Design agu_context_sequencer, sky130hd; sources not shown.
Fig. 1: run 1, sizing map
Drawn at 4 px/µm.
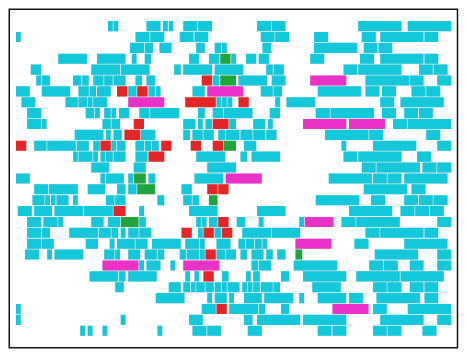
color	size	cells
cyan	_0 and _1 cells	365
magenta	_6 and larger	11
green	_2 cells	8
red	_3 and _4 cells	24
cell area after layout: 0.00454 mm²
synthesis-to-layout area growth: 43.8%
setup slack after layout: 173 ps

Fig. 2: run 1, metal 2
Drawn at 2 px/µm. Cells faint in the background.
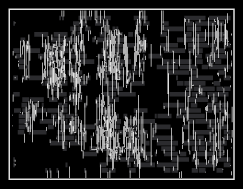
longest straight run	32.6 µm
nets with wire on the layer	392
via count: 2671
GR Util met2: 24.8%
Post-Route WL: 7890 µm

Fig. 3: run 1, selected gate families
Drawn at 4 px/µm.
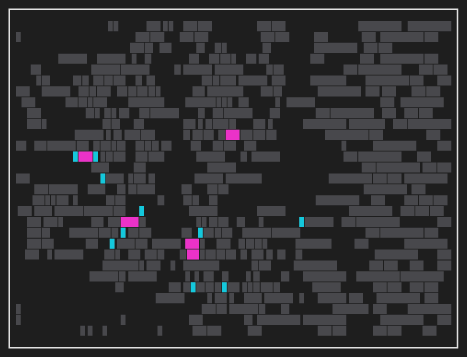
color	family	cells
cyan	inv cells	10
magenta	non-inverting ao/oa cells	5
top logic cell by instance count in the layout: clkdlybuf4s50_1
final std cells w/o fill: 516

==> results.py, run 1 <==
# Auto-generated metrics
metrics = {
    "run_status": {
        "status": "complete, but fails checks",
        "violations": "DRC",
    },
    "clock_network": {
        "cts_tree": "yes",
        "clkTransAtPathRegs_ps": 50,
        "ctsResizeCount": 0,
        "cts_buffer_depth": 2,
        "cts-buffers-inserted": 9,
        "h-tree-depth": 3,
        "clock_sinks": 67,
        "post_cts_buffers": 0,
    },
    "die": {
        "n_tap_cell": 108,
        "die_h_um": 84.3,
        "fp_util_pct": 36.7,
        "die_w_um": 112,
        "coreArea_mm2": 0.00860,
    },
    "cells_and_area": {
        "logic_gates": 206,
        "largest_class": "sequential cells",
        "nNonClkBuffers": 109,
        "comb_area_mm2": 0.00134,
        "diodes": 0,
        "nClkBuffers": 10,
        "final_cell_mix": "92 x clkdlybuf4s50_1, 34 x dfxtp_1, 33 x edfxtp_1",
        "fin_util_pct": 52.8,
        "finalNetCount": 460,
        "nonClkBufAreaFrac_pct": 23.4,
        "drive_gt1_share_pct": 10.5,
        "comb_area_share_pct": 29.5,
        "clock_area_share_pct": 6.50,
    },
    "hold_path": {
        "holdPathStages": 2,
        "hold_path.class": "reg2reg",
    },
    "synth": {
        "yosys.area.top_type_share_pct": 31.4,
        "ys_seq_share_pct": 52.9,
        "async_reset_ff_share_pct": 0,
        "yosys-top-cells-count": "34 x dfxtp_1, 33 x edfxtp_1, 30 x nor2_1",
        "edf_count": 33,
        "ys_ff": 67,
        "yosysMostFrequentCell": "dfxtp_1",
        "synthDistinctLibCells": 54,
        "yosysChipArea_mm2": 0.00316,
        "topCellsByArea": "edfxtp_1 31%, dfxtp_1 22%, xor2_1 4.2%",
        "synthAoiAreaFrac_pct": 8.91,
        "ys_sh_xor_pct": 4.99,
        "synth_area_mm2": 0.00316,
        "mux_area_share_pct": 2.26,
        "ys_cells": 298,
        "yosys_warnings": 0,
    },
    "run": {
        "warning_count": 28,
        "drv_cap": 0,
    },
    "power": {
        "ir_drop_uv": 236,
        "clock_net_power_mw": 1.25,
        "seq_power_share_pct": 41.9,
        "pg_seq_mw": 1.24,
        "total_power_mw": 2.96,
        "pwr-share-clk_pct": 42.2,
        "powerComb_mw": 0.472,
        "p_sw_share_pct": 25.8,
        "pwr-share-comb_pct": 16.0,
        "power.density_mw_per_mm2": 651,
        "p_int_mw": 2.19,
    },
    "timing": {
        "slew_violations": 0,
        "finalHoldViolations": 0,
        "relSlewSlack_pct": 64.0,
        "fin_hold_ws_ps": 445,
    },
    "worst_setup_path": {
        "path_depth": 9,
        "crit_required_ps": 2690,
        "crit_chain": "inv_1 -> ha_1 -> xor2_1 -> o32ai_1 -> o2111a_2 -> buf_4 -> nand4_1 -> xor2_1 -> a211oi_1",
        "start_kind": "flop",
        "crit_buf_inv": 2,
        "arrival_ps": 2520,
        "cpLargestDelayFamily": "AND-OR/OR-AND gates",
        "cp_max_fo": 9,
        "path_common_cell": "xor2_1",
        "crit_slowest_cell": "dfxtp_1",
        "end_kind": "flop",
    },
    "placement": {
        "dp_hpwl_um": 5810,
        "place_area_mm2": 0.00425,
        "io_buffers": 93,
        "pre_cts_ws_ps": 116,
    },
    "routing": {
        "dr_wl_met2_um": 3320,
        "detail-route-antenna-nets": 0,
        "drc_errors": 15,
        "drtPass1Iterations": 7,
        "drt-wirelength-per-cell_um": 15.3,
    },
    "global_routing": {
        "grt_pass1_wl_um": 12600,
        "antenna_found_initial": 0,
        "grt_usage_pct": 17.4,
        "grt-busiest-layer": "met2",
        "grt_max_degree": 30,
        "overflow": 0,
        "grt_use_met3_pct": 6.79,
    },
}
==> run 2: changes to the inputs <==
SLEW_MARGIN = 20   (was default)
Fig. 4: run 2, selected gate families
Drawn at 4 px/µm.
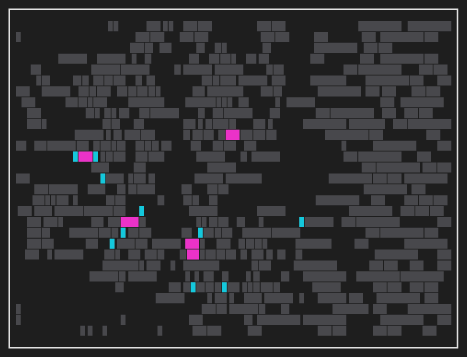
color	family	cells
cyan	inv cells	10
magenta	non-inverting ao/oa cells	5
logic share of the area: 29.5%

==> run 2 against run 1 <==
  * The flow still finishes with violations (DRC)
  * Sequential share of layout area is the same
  * Via count stayed put
  * Core utilization is the same
  * Die size did not move
  * Cell area unchanged
  * Clock power is essentially flat
  * Count of clock-buffer cells in the layout did not move
  * First-iteration DRC count did not move
  * Maximum frequency unchanged
  * Sequential power barely moved
  * Critical path type unchanged
==> results.py, run 2 <==
# Auto-generated metrics
metrics = {
    "global_routing": {
        "overflow": 0,
        "grt_max_degree": 30,
        "grt-busiest-layer": "met2",
        "grt_usage_pct": 17.4,
        "use_met2_pct": 24.8,
        "antenna_found_initial": 0,
        "grt_pass1_wl_um": 12600,
        "grt_use_met3_pct": 6.79,
    },
    "cells_and_area": {
        "stdcell_count": 516,
        "largest_reg_flops": 29,
        "nClkBuffers": 10,
        "areaGrowthSynthToFinish_pct": 43.8,
        "inverters": 10,
        "seq-cell-share_pct": 36.8,
        "final_cell_mix": "92 x clkdlybuf4s50_1, 34 x dfxtp_1, 33 x edfxtp_1",
        "lay_top_count": "clkdlybuf4s50_1",
        "comb_area_mm2": 0.00134,
        "finalNetCount": 460,
        "diodes": 0,
        "nNonClkBuffers": 109,
        "flops": 67,
        "fin_util_pct": 52.8,
        "clock_area_share_pct": 6.50,
        "fin_area_mm2": 0.00454,
        "drive_gt1_share_pct": 10.5,
        "nonClkBufAreaFrac_pct": 23.4,
        "largest_class": "sequential cells",
        "logic_gates": 206,
        "fillers": 748,
    },
    "worst_setup_path": {
        "max_stage_delay_ps": 380,
        "path_depth": 9,
        "path_common_cell": "xor2_1",
        "cp_max_fo": 9,
        "cpLargestDelayFamily": "AND-OR/OR-AND gates",
        "crit_slowest_cell": "dfxtp_1",
        "end_kind": "flop",
        "rrSetupSlack_ps": 170,
        "crit_required_ps": 2690,
        "arrival_ps": 2520,
        "start_kind": "flop",
        "crit_chain": "inv_1 -> ha_1 -> xor2_1 -> o32ai_1 -> o2111a_2 -> buf_4 -> nand4_1 -> xor2_1 -> a211oi_1",
        "crit_buf_inv": 2,
    },
    "synth": {
        "top_area_cell": "edfxtp_1",
        "ys_sh_xor_pct": 4.99,
        "yosys_warnings": 0,
        "yosysChipArea_mm2": 0.00316,
        "yosys-top-cells-count": "34 x dfxtp_1, 33 x edfxtp_1, 30 x nor2_1",
        "edf_count": 33,
        "ys_cells": 298,
        "mux_area_share_pct": 2.26,
        "synthFlopType": "dfxtp_1",
        "yosys.area.top_type_share_pct": 31.4,
        "synthDistinctLibCells": 54,
        "syn_area_per_cell_um2": 10.6,
        "syn_inst": 298,
        "ys_seq_share_pct": 52.9,
        "topCellsByArea": "edfxtp_1 31%, dfxtp_1 22%, xor2_1 4.2%",
        "yosysMostFrequentCell": "dfxtp_1",
        "ys_sh_adder_pct": 2.38,
        "top_logic_kind": "simple AND/OR/NAND/NOR gates",
        "synthAoiAreaFrac_pct": 8.91,
        "ys_ff": 67,
        "simple_gate_share_pct": 22.5,
        "async_reset_ff_share_pct": 0,
        "synth_area_mm2": 0.00316,
    },
    "timing": {
        "slew_violations": 0,
        "fin_hold_ws_ps": 445,
        "post-route-min-period_ps": 2330,
        "setup-violations-final": 0,
        "relSlewSlack_pct": 64.0,
        "fin_setup_tns_ps": 0,
        "finalWorstSetupSlack_ps": 173,
        "worst_slew_pin_slew_ps": 539,
        "fmax_mhz": 430,
        "finalHoldViolations": 0,
        "rsz0062_at_grt": "no",
    },
    "die": {
        "fp_util_pct": 36.7,
        "die_h_um": 84.3,
        "dieArea_mm2": 0.00941,
        "coreArea_mm2": 0.00860,
        "row_count": 29,
        "die_w_um": 112,
        "n_tap_cell": 108,
    },
    "clock_network": {
        "h-tree-depth": 3,
        "clock_sinks": 67,
        "cts_tree": "yes",
        "cts-buffers-inserted": 9,
        "ctsResizeCount": 0,
        "cts_buffer_depth": 2,
        "clkTransAtPathRegs_ps": 50,
        "post_cts_buffers": 0,
    },
    "power": {
        "p_sw_share_pct": 25.8,
        "pg_seq_mw": 1.24,
        "clock_net_power_mw": 1.25,
        "leakagePower_nw": 1.71,
        "seq_power_share_pct": 41.9,
        "power_leader": "clock",
        "power.density_mw_per_mm2": 651,
        "p_sw_mw": 0.763,
        "pwr-share-clk_pct": 42.2,
        "pwr-share-comb_pct": 16.0,
        "total_power_mw": 2.96,
        "powerComb_mw": 0.472,
        "ir_drop_uv": 236,
        "p_int_mw": 2.19,
    },
    "routing": {
        "finalWirelength_um": 7890,
        "drtPass1Iterations": 7,
        "via_count": 2671,
        "detail-route-antenna-nets": 0,
        "drt-wirelength-per-cell_um": 15.3,
        "dr_wl_met2_um": 3320,
        "via_per_inst": 5.18,
        "wl_met3_um": 803,
        "highest_layer": "met4",
        "drc_errors": 15,
    },
    "placement": {
        "pre_cts_ws_ps": 116,
        "dp_hpwl_um": 5810,
        "place_area_mm2": 0.00425,
        "io_buffers": 93,
    },
    "hold_path": {
        "holdPathStages": 2,
        "hold_path.class": "reg2reg",
    },
    "run_status": {
        "status": "complete, but fails checks",
        "violations": "DRC",
    },
    "run": {
        "drv_cap": 0,
        "warning_count": 28,
    },
}
Power and IR drop assume default switching activity.
